Figure 1. Ports around the boundary.
Pins as bars across the die edge, other pins in gray.
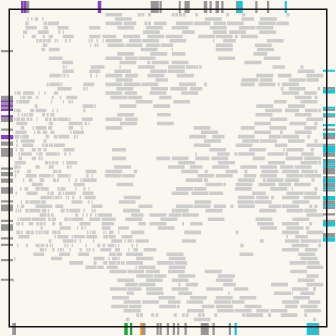
Figure 2. Signal wires by layer.
Only two layers are drawn.
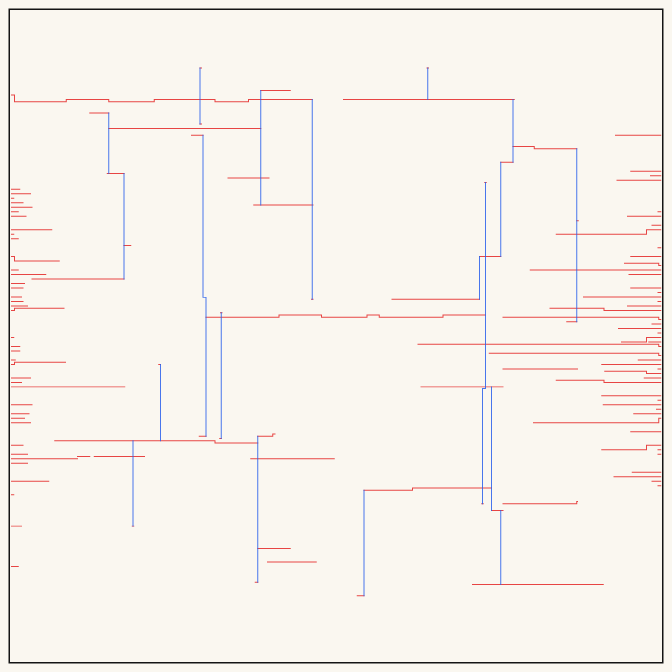
Figure 3. Routing congestion map.
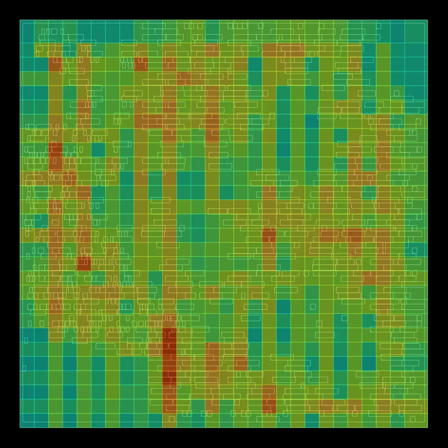
==> src/rtl/ifetch_queue_pkg.sv <==
// ifetch_pkg: shared defaults, PC step and the queue entry type {pc, instr} for the fetch front end
package ifetch_pkg;
  localparam int DEF_DEPTH = 4;
  localparam logic [31:0] DEF_RESET_PC = 32'h0000_0000;
  localparam int DEF_IM_AW = 10;
  localparam logic [31:0] PC_STEP = 32'd4;
  typedef struct packed {
    logic [31:0] pc;
    logic [31:0] instr;
  } fetch_entry_t;
endpackage

==> src/rtl/ifetch_queue_if.sv <==
// ifetch_queue_if: fetch bundle (redirect in, imem req/addr/rdata, out valid/ready/pc/instr, queue_count); master = fetch unit, slave = environment
interface ifetch_queue_if import ifetch_pkg::*; #(
  parameter int DEPTH = DEF_DEPTH,
  parameter int IM_AW = DEF_IM_AW
);
  logic redirect_valid;
  logic [31:0] redirect_pc;
  logic im_req;
  logic [IM_AW-1:0] im_addr;
  logic [31:0] im_rdata;
  logic out_valid;
  logic out_ready;
  logic [31:0] out_pc;
  logic [31:0] out_instr;
  logic [$clog2(DEPTH):0] queue_count;
  modport master (
    input redirect_valid, redirect_pc, im_rdata, out_ready,
    output im_req, im_addr, out_valid, out_pc, out_instr, queue_count
  );
  modport slave (
    output redirect_valid, redirect_pc, im_rdata, out_ready,
    input im_req, im_addr, out_valid, out_pc, out_instr, queue_count
  );
endinterface

==> src/rtl/ifetch_queue_fifo.sv <==
// fetch_fifo: DEPTH-entry sync FIFO of fetch_entry_t; ports clk, rst, flush, push/push_data, pop, head (zero when empty), count
module fetch_fifo import ifetch_pkg::*; #(
  parameter int DEPTH = DEF_DEPTH
) (
  input  logic clk,
  input  logic rst,
  input  logic flush,
  input  logic push,
  input  fetch_entry_t push_data,
  input  logic pop,
  output fetch_entry_t head,
  output logic [$clog2(DEPTH):0] count
);
  localparam int AW = $clog2(DEPTH);
  localparam int CW = AW + 1;
  fetch_entry_t mem [DEPTH];
  logic [AW-1:0] rd_ptr, wr_ptr;
  logic do_pop;
  assign do_pop = pop && count != '0;
  assign head = count != '0 ? mem[rd_ptr] : '0;
  always_ff @(posedge clk) if (push) mem[wr_ptr] <= push_data;
  always_ff @(posedge clk) begin
    if (rst || flush) begin
      rd_ptr <= '0;
      wr_ptr <= '0;
      count <= '0;
    end else begin
      wr_ptr <= wr_ptr + AW'(push);
      rd_ptr <= rd_ptr + AW'(do_pop);
      count <= count + CW'(push) - CW'(do_pop);
    end
  end
endmodule

==> src/rtl/ifetch_queue.sv <==
// ifetch_queue: MIPS fetch PC, one-deep pending imem read and credit logic feeding fetch_fifo; ports clk, rst, bus (ifetch_queue_if.master)
module ifetch_queue import ifetch_pkg::*; #(
  parameter int DEPTH = DEF_DEPTH,
  parameter logic [31:0] RESET_PC = DEF_RESET_PC,
  parameter int IM_AW = DEF_IM_AW
) (
  input logic clk,
  input logic rst,
  ifetch_queue_if.master bus
);
  localparam int CW = $clog2(DEPTH) + 1;
  logic [31:0] fetch_pc, pend_pc;
  logic pend_valid;
  logic [CW-1:0] count;
  logic [CW:0] occ;
  fetch_entry_t head, rsp;
  assign occ = {1'b0, count} + (CW+1)'(pend_valid);
  assign bus.im_req = !rst && !bus.redirect_valid && occ < (CW+1)'(DEPTH);
  assign bus.im_addr = fetch_pc[IM_AW+1:2];
  assign rsp = '{pc: pend_pc, instr: bus.im_rdata};
  assign bus.out_valid = count != '0;
  assign bus.out_pc = head.pc;
  assign bus.out_instr = head.instr;
  assign bus.queue_count = count;
  fetch_fifo #(.DEPTH(DEPTH)) u_fifo (
    .clk(clk),
    .rst(rst),
    .flush(bus.redirect_valid),
    .push(pend_valid && !bus.redirect_valid),
    .push_data(rsp),
    .pop(bus.out_valid && bus.out_ready),
    .head(head),
    .count(count)
  );
  always_ff @(posedge clk) begin
    if (rst) begin
      fetch_pc <= RESET_PC;
      pend_valid <= 1'b0;
      pend_pc <= '0;
    end else if (bus.redirect_valid) begin
      fetch_pc <= {bus.redirect_pc[31:2], 2'b00};
      pend_valid <= 1'b0;
    end else begin
      pend_valid <= bus.im_req;
      if (bus.im_req) begin
        pend_pc <= fetch_pc;
        fetch_pc <= fetch_pc + PC_STEP;
      end
    end
  end
endmodule

==> src/flat_wrapper.sv <==
// flat-port wrapper written by rule: the top's interface ports become plain ports
module ifetch_queue_flat import ifetch_pkg::*;
#(
  parameter int DEPTH = DEF_DEPTH,
  parameter logic [31:0] RESET_PC = DEF_RESET_PC,
  parameter int IM_AW = DEF_IM_AW
)
  (clk, rst, bus_redirect_valid, bus_redirect_pc, bus_im_rdata, bus_out_ready, bus_im_req, bus_im_addr, bus_out_valid, bus_out_pc, bus_out_instr, bus_queue_count);
  ifetch_queue_if #(.DEPTH(DEPTH), .IM_AW(IM_AW)) bus_i ();
  input logic clk;
  input logic rst;
  input wire logic [$bits(bus_i.redirect_valid)-1:0] bus_redirect_valid;
  input wire logic [$bits(bus_i.redirect_pc)-1:0] bus_redirect_pc;
  input wire logic [$bits(bus_i.im_rdata)-1:0] bus_im_rdata;
  input wire logic [$bits(bus_i.out_ready)-1:0] bus_out_ready;
  output wire logic [$bits(bus_i.im_req)-1:0] bus_im_req;
  output wire logic [$bits(bus_i.im_addr)-1:0] bus_im_addr;
  output wire logic [$bits(bus_i.out_valid)-1:0] bus_out_valid;
  output wire logic [$bits(bus_i.out_pc)-1:0] bus_out_pc;
  output wire logic [$bits(bus_i.out_instr)-1:0] bus_out_instr;
  output wire logic [$bits(bus_i.queue_count)-1:0] bus_queue_count;
  assign bus_i.redirect_valid = bus_redirect_valid;
  assign bus_i.redirect_pc = bus_redirect_pc;
  assign bus_i.im_rdata = bus_im_rdata;
  assign bus_i.out_ready = bus_out_ready;
  assign bus_im_req = bus_i.im_req;
  assign bus_im_addr = bus_i.im_addr;
  assign bus_out_valid = bus_i.out_valid;
  assign bus_out_pc = bus_i.out_pc;
  assign bus_out_instr = bus_i.out_instr;
  assign bus_queue_count = bus_i.queue_count;
  ifetch_queue #(.DEPTH(DEPTH), .RESET_PC(RESET_PC), .IM_AW(IM_AW)) u_core (.clk(clk), .rst(rst), .bus(bus_i));
endmodule
==> config.mk <==
export PLATFORM = sky130hd
export DESIGN_NAME = ifetch_queue_flat
export DESIGN_NICKNAME = d
export VERILOG_FILES = /design/src/rtl/ifetch_queue_pkg.sv /design/src/rtl/ifetch_queue_if.sv /design/src/rtl/ifetch_queue_fifo.sv /design/src/rtl/ifetch_queue.sv /design/src/flat_wrapper.sv
export SDC_FILE = /design/constraint.sdc
export NUM_CORES = 1
export LEC_CHECK = 0
export CAP_MARGIN = 20
export CORE_UTILIZATION = 33
export DETAILED_ROUTE_END_ITERATION = 6
export DONT_BUFFER_PORTS = 1
export GPL_ROUTABILITY_DRIVEN = 1
export HOLD_SLACK_MARGIN = 0.03
export SLEW_MARGIN = 20
export SYNTH_ARGS = -nofsm -noshare
export SYNTH_HDL_FRONTEND = slang
export SYNTH_SLANG_ARGS = --single-unit
==> constraint.sdc <==
create_clock -name clk -period 10.6 [get_ports clk]
set_input_delay 1.59 -clock clk [delete_from_list [all_inputs] [get_ports clk]]
set_output_delay 1.59 -clock clk [all_outputs]
set_load 0.05 [all_outputs]
==> impl_metrics.toml <==
# generated from flow reports
[synth]
synthArstFlopShare_pct = 0
avgSynthCellArea_um2 = 16.05
xor_share_pct = 2.085
synthAoiAreaFrac_pct = 3.743
netlist_instances = 785
synth.most_common_cell = "edfxtp_1"
synth.logic.top_family = "multiplexers"
synth_warnings = 0
postSynthSeqShare_pct = 69.90
synthTopCellsByArea = "edfxtp_1, mux4_2, dfxtp_1, and2_1, nand2_1"
top_cell_area_share_pct = 59.10
ff_type = "edfxtp_1"
yosysCellCount = 785
synthAdderAreaFrac_pct = 0.5561
ys_sh_simple_pct = 10.02
synth_chip_area_mm2 = 0.01260
numSynthFlops = 316
edf_count = 248
common_cells = "edfxtp_1, nand2_1, dfxtp_1, and2_1, mux4_2"
yosys.area.top_type = "edfxtp_1"
mux_share_pct = 11.24
syn_area_mm2 = 0.01260
synth_cell_types = 47

[setup_path]
max_stage_delay_ns = 0.78
worst-path-buf-inv = 2
end_kind = "output pin"
crit_end = "bus_im_req"
cp.depth = 5
critical_path_required_ns = 9.01
cp-startpoint = "u_core.u_fifo.count[0]$_SDFF_PP0_"
regToRegSetupSlack_ns = 7.43
cp_slowest_cell = "dfxtp_1"
critical_path.startpoint_type = "flip-flop"
worstPathMaxFanout = 36
path_cells = "nand2_1 -> o32ai_2 -> nand2_1 -> buf_4 -> inv_2"
arrival_ns = 3.26
r2r_cells = 7
worstSetupPathType = "reg -> out"
r2r-start = "u_core.u_fifo.count[0]$_SDFF_PP0_"
path_common_cell = "nand2_1"
crit_family = "buffers and inverters"
reg2reg_to = "u_core.pend_pc[3]$_SDFFE_PP0P_"

[layout]
layout-area-overhead-vs-synth_pct = 12.80
seq_area_share_pct = 62.02
largestClassByArea = "registers"
comb_cells = 408
top_register = "u_core.u_fifo.mem"
n_antenna_cell = 0
drive_gt1_share_pct = 17.13
seq_cell_count = 316
reg_top3 = "u_core.u_fifo.mem (248), u_core.fetch_pc (30), u_core.pend_pc (30)"
logic_area_mm2 = 0.003513
inverters = 6
buffer_area_share_pct = 0.3697
post-route-util_pct = 37.83
clock_cell_area_share_pct = 8.231
final_cell_mix = "edfxtp_1, nand2_1, and2_1, dfxtp_1, mux4_2"
fillCellCount = 3551
largest_reg_flops = 248
signal_buffers = 7
clock_buffers = 49
layout.cells.most_common = "edfxtp_1"
nets = 848
final_cell_area_mm2 = 0.01421
register_area_mm2 = 0.008816
comb-cell-share_pct = 24.72
fin_cells = 1311

[floorplan]
io_pins = 147
initial_core_util_pct = 33.53
fp.coreArea_mm2 = 0.03758
tapCellCount = 511
dieArea_mm2 = 0.03897
placementRows = 71

[power]
p_leak_nw = 4.350
p_sw_mw = 0.6012
pwr-share-comb_pct = 4.4
p_per_area_mw_per_mm2 = 192.2
p_int_mw = 2.130
finalPower_mw = 2.732
irDropWorstVdd_uv = 112.0
clock_power_share_pct = 44.8
swShare_pct = 22.01
seq_cell_power_mw = 1.39
comb_power_mw = 0.120
seq_power_share_pct = 50.8
pg_clk_mw = 1.22
power-top-group = "sequential cells"

[clocking]
worstSkewPairLatency_ns = 0.52
cts_root_buffer = "clkbuf_16"
cts_tree = "built"
path_clk_slew_ns = 0.06
numCtsBuffers = 36
ctsHoldBuffers = 0
post_cts_buffers = 0
clock_path_buffers = 3
post_cts_resized = 0
cts.htree.levels = 2
clkSinkCount = 316

[final_timing]
relSlewSlack_pct = 32.48
rsz0062_at_grt = "no"
period_minus_slack_ns = 4.853
finalClockSkew_ns = 0.006135
setup_viol = 0
hold_slack_ns = 0.4780
hold_violations = 0
worstMarginPinSlew_ns = 1.013
finalWorstSetupSlack_ns = 5.747
fin_tns_setup_ns = 0
slew_violations = 0
period_used_pct = 45.79
max_freq_ghz = 0.2060

[drt]
drt_iter0_markers = 243
drcViolationCount = 0
firstDrtPassIters = 4
drtAntennaViolNets = 0
drt-vias-per-instance = 4.794

[global_routing]
antenna_found_initial = 0
grt_max_degree = 64
gr-total-overflow = 0
grt_pass1_vias = 6439
grt_pass1_wl_mm = 39.18

[flow_run]
max-cap-violations = 0
tool_warnings = 28

[placed_design]
place_inst = 1248
dp_hpwl_mm = 15.17
gp_congestion = 0.7376
post_dp_cell_area_mm2 = 0.01304
post-place-ws_ns = 6.205

[min_path]
hold_start = "u_core.fetch_pc[31]$_SDFFE_PP0P_"
hold_path_class = "reg -> reg"

[status]
status = "finished clean"
About Figure 1:
port	color	pins	direction	edge
bus_im_addr	purple	10	output	6 left, 4 top
bus_queue_count	green	3	output	bottom
bus_out_instr	cyan	32	output	22 right, 6 bottom, 4 top
bus_out_valid	orange	1	output	bottom
all pins by edge	47 right, 40 left, 30 top, 30 bottom
die width: 197.4 µm
IO Port Bufs: 0
die height: 197.4 µm

About Figure 2:
layer	color	wire length
M3	red	1630 µm
M4	blue	698 µm
average wire per standard cell: 19.76 µm
via count: 6285
Tot GR Track Use: 13.44%
DRT Wirelength: 25.90 mm

About Figure 3:
met1 usage: 17.73%
met3 Use GR: 3.585%

-- worst min path at each step --
stage	end	slack, ns	cells after the start
6_report	u_core.pend_pc[31]$_SDFFE_PP0P_	0.48	2
5_1_grt	u_core.pend_pc[31]$_SDFFE_PP0P_	0.51	2
4_1_cts	u_core.pend_pc[31]$_SDFFE_PP0P_	0.48	2
3_5_place_dp	u_core.pend_pc[31]$_SDFFE_PP0P_	0.47	2
3_3_place_gp	u_core.pend_pc[31]$_SDFFE_PP0P_	0.46	2
2_1_floorplan	u_core.pend_pc[31]$_SDFFE_PP0P_	0.44	2
-- per-layer routing --
metal	vias to the layer above	GRT usage, %	share of wire (%)	routed length (µm)
li1	2957	-	-	-
met1	3134	17.73	45	11760
met2	146	21.01	46	11820
met3	48	3.585	6.3	1628
met4	0	5.426	2.7	698
met5	-	0	0	0
Power and IR drop assume default switching activity.
